<file path="src/rtl/bist_ctrl.sv">
`default_nettype none
// +--------------------------------------------------------------------------+
// | bist_ctrl: LFSR-driven BIST sequencer with MISR compaction and pass/fail  |
// | Revision: 1.0                                                            |
// +--------------------------------------------------------------------------+
module bist_ctrl #(
  parameter int NBIT  = 4,
  parameter int NPAT  = 15,
  parameter int CNT_W = 8
) (
  input  logic            clk,
  input  logic            rst,
  input  logic            start_i,
  input  logic            abort_i,
  input  logic [NBIT-1:0] seed_i,
  input  logic [NBIT-1:0] golden_i,
  input  logic [NBIT-1:0] cut_resp_i,
  output logic            lfsr_rst_o,
  output logic [NBIT-1:0] lfsr_seed_o,
  output logic            lfsr_scan_in_o,
  output logic            run_o,
  output logic            busy_o,
  output logic            done_o,
  output logic            pass_o,
  output logic [NBIT-1:0] signature_o
);

  typedef enum logic [1:0] {
    S_IDLE  = 2'd0,
    S_LOAD  = 2'd1,
    S_RUN   = 2'd2,
    S_CHECK = 2'd3
  } state_e;

  localparam logic [CNT_W-1:0] LAST_CNT = CNT_W'(NPAT - 1);

  state_e          state_q, state_d;
  logic [NBIT-1:0] seed_q, seed_d;
  logic [NBIT-1:0] misr_q, misr_d;
  logic [CNT_W-1:0] cnt_q, cnt_d;
  logic            pass_q, pass_d;
  logic            done_q, done_d;
  logic [NBIT-1:0] misr_shift;

  // Same feedback taps as the pattern generator.
  assign misr_shift = {misr_q[NBIT-2:0], misr_q[NBIT-1] ^ misr_q[NBIT-2]};

  always_ff @(posedge clk) begin
    if (rst) begin
      state_q <= S_IDLE;
      seed_q  <= '0;
      misr_q  <= '0;
      cnt_q   <= '0;
      pass_q  <= 1'b0;
      done_q  <= 1'b0;
    end else begin
      state_q <= state_d;
      seed_q  <= seed_d;
      misr_q  <= misr_d;
      cnt_q   <= cnt_d;
      pass_q  <= pass_d;
      done_q  <= done_d;
    end
  end

  always_comb begin
    state_d = state_q;
    seed_d  = seed_q;
    misr_d  = misr_q;
    cnt_d   = cnt_q;
    pass_d  = pass_q;
    done_d  = 1'b0;
    case (state_q)
      S_IDLE: begin
        if (start_i) begin
          seed_d  = seed_i;
          misr_d  = '0;
          cnt_d   = '0;
          state_d = S_LOAD;
        end
      end
      S_LOAD: state_d = S_RUN;
      S_RUN: begin
        misr_d = misr_shift ^ cut_resp_i;
        cnt_d  = cnt_q + CNT_W'(1);
        if (cnt_q == LAST_CNT) begin
          state_d = S_CHECK;
        end
      end
      S_CHECK: begin
        pass_d  = (misr_q == golden_i);
        done_d  = 1'b1;
        state_d = S_IDLE;
      end
      default: state_d = S_IDLE;
    endcase
    // Abort overrides everything; the partial signature stays visible.
    if (abort_i && (state_q != S_IDLE)) begin
      state_d = S_IDLE;
      misr_d  = misr_q;
      cnt_d   = cnt_q;
      pass_d  = 1'b0;
      done_d  = 1'b0;
    end
  end

  assign lfsr_rst_o     = rst | (state_q == S_LOAD);
  assign lfsr_seed_o    = seed_q;
  assign lfsr_scan_in_o = 1'b0;
  assign run_o          = (state_q == S_RUN);
  assign busy_o         = (state_q != S_IDLE);
  assign done_o         = done_q;
  assign pass_o         = pass_q;
  assign signature_o    = misr_q;

endmodule
`default_nettype wire

</file>
<file path="config.mk">
export PLATFORM = sky130hd
export DESIGN_NAME = bist_ctrl
export DESIGN_NICKNAME = d
export VERILOG_FILES = /design/src/rtl/bist_ctrl.sv
export SDC_FILE = /design/constraint.sdc
export NUM_CORES = 1
export LEC_CHECK = 0
export CAP_MARGIN = 25
export CELL_PAD_IN_SITES_DETAIL_PLACEMENT = 1
export CELL_PAD_IN_SITES_GLOBAL_PLACEMENT = 1
export CORE_UTILIZATION = 38
export DETAILED_ROUTE_END_ITERATION = 12
export PLACE_DENSITY_LB_ADDON = 0.2
export SETUP_SLACK_MARGIN = 0.15
export SLEW_MARGIN = 20
export SYNTH_ARGS = -nofsm -noshare
export SYNTH_HDL_FRONTEND = slang
export SYNTH_SLANG_ARGS = --single-unit
</file>
<file path="constraint.sdc">
create_clock -name clk -period 2.6 [get_ports clk]
set_input_delay 0.52 -clock clk [delete_from_list [all_inputs] [get_ports clk]]
set_output_delay 0.52 -clock clk [all_outputs]
set_load 0.05 [all_outputs]
</file>
clock_wires.png
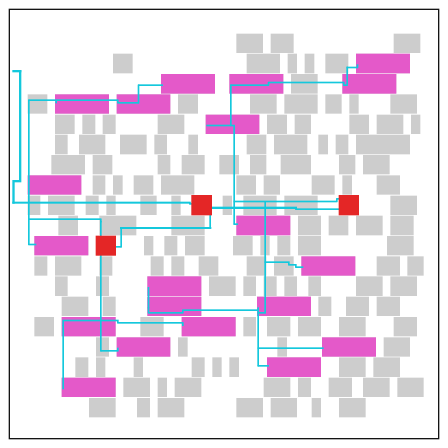
[clock wires] cyan | length: 297 µm
[flip-flops] magenta | count: 20
[clock-net drivers] red | count: 3
routed clock nets	4
flops lie	spread over the die
Clk pwr share: 16.2%
clock network latency to the later pin of the worst-skew pair: 310 ps
worst clock skew: 7.025 ps

congestion_map.png
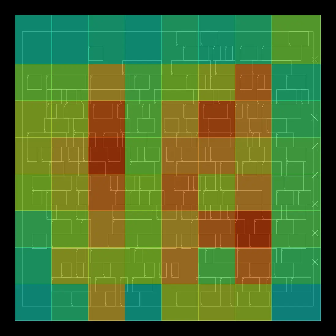
GRT Resource Usage Total: 21.03%
post-layout util: 52.59%
met2 layer usage reported by global route: 36.88%
routed wire length per instance: 16.40 µm

==> run summary <==
Main metrics from the flow reports.

The met3 track utilization from global routing came out at 6.349%. The worst-case setup margin in the final layout came out at 277.5 ps. The highest fanout seen on the critical path came out at 12.

The number of global-route vias before repair came out at 1105. The flop count came out at 20. The tree is rooted in a sky130_fd_sc_hd__clkbuf_4. The number of levels in the clock H-tree is 1. The internal cell power came out at 625.8 µW. The overall die size recorded for this design is 3308 µm².

The most common cell in the netlist is sky130_fd_sc_hd__dfxtp_1. Signal nets in the final route climb as high as met4. The and-or/or-and share of the synthesized area is 17.20%. The depth of the critical timing path with buffers and inverters included is 3.

The worst hold path terminates at lfsr_seed_o[1]. Summing internal, switching and leakage power gives 1166 µW. The chip width is 57.52 µm. The number of multi-input combinational cells in the layout is 97.

Per the post-route antenna check, the number of violating nets is 0. The pin count of the biggest net entering global routing came out at 18. The gate count of the mapped netlist came out at 135. The most common logic cell in the final layout is sky130_fd_sc_hd__clkdlybuf4s50_1.

The number of buffers added to fix hold violations after cts is 0. Dividing the detail-routed via count by the number of cells gives 5.605. The number of buffers other than clock buffers in the final layout came out at 29. Relative to the synthesized area, the layout overhead comes to 27.03%. The final reports fail on DRC. The critical path data required time came out at 2080 ps. The non-clock inverter total of the final layout is 9. A synthesized cell averages 8.675 µm². The half-perimeter wire length after detailed placement came out at 2.289 mm. Multiplexer cells account for 5.983% of the synthesized area. Of the total synthesized cell area, the portion taken by XOR and XNOR cells is 6.731%. The type of the most critical hold path is register to register. The final worst-path cycle share is 89.33%. The area inside the core boundary came out at 2829 µm².

The layout summary lists the proportion of cells stronger than drive strength 1 as 6.289%. The power per standard cell area is 783.5 nW/µm². The starting utilization of the core area came out at 41.40%. The non-clock buffer contribution to total cell area came out at 19.85%. The largest individual stage delay along the critical path comes from the cell sky130_fd_sc_hd__dlygate4sd2_1. The number of hold-slack violations in the final timing report is 0.

Counting flops per register, the top entry is cnt_q. After synthesis the netlist holds a flip-flop and latch count of 20. The logic gate fraction of the total cell area is 45.92%. The filler-free cell count of the finished design came out at 190. TritonRoute reported its final design rule violation total as 7. The timing startpoint of the critical path is state_q[0]. The net count after synthesis is 158. The flow ran to the end, but the final reports show violations.

The share of total power in combinational logic is 51.5%. Counting instances in the post-synthesis netlist gives the leading cell types as sky130_fd_sc_hd__dfxtp_1 (20), sky130_fd_sc_hd__nand3_1 (15), sky130_fd_sc_hd__a21oi_1 (14), sky130_fd_sc_hd__nand2_1 (10), sky130_fd_sc_hd__inv_1 (9). The reported clock group power came out at 189 µW. The sink count of the clock tree is 20. Walking the worst path, the cells encountered are inv_1 -> ha_1 -> dlygate4sd2_1. The endpoint of the lowest-slack register-to-register path is cnt_q[7].

The worst slew slack as a fraction of its limit is 60.33%. After the first detailed-routing iteration, the DRC count stood at 21.
ff_map.png
Other sequential cells in the stronger grey, the rest of the logic in the fainter grey.
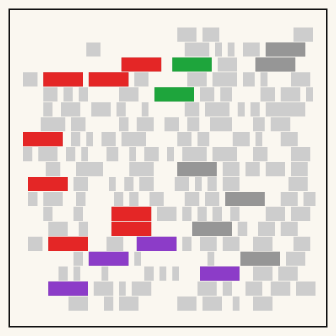
netlist name	colour	placed flops
lfsr_seed_o	purple	4
state_q	green	2
cnt_q	red	8

class_map.png
Bar = 20 µm.
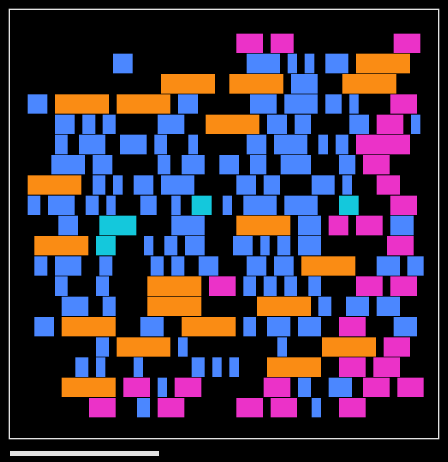
class	colour	cells
clock drivers and dummy loads	cyan	4
remaining buffers and delay cells	magenta	29
remaining logic cells	blue	106
registers	orange	20
fin area: 1488 µm²
Seq/total area: 26.91%

No activity file was given, so power comes from the tool's default toggle rates.
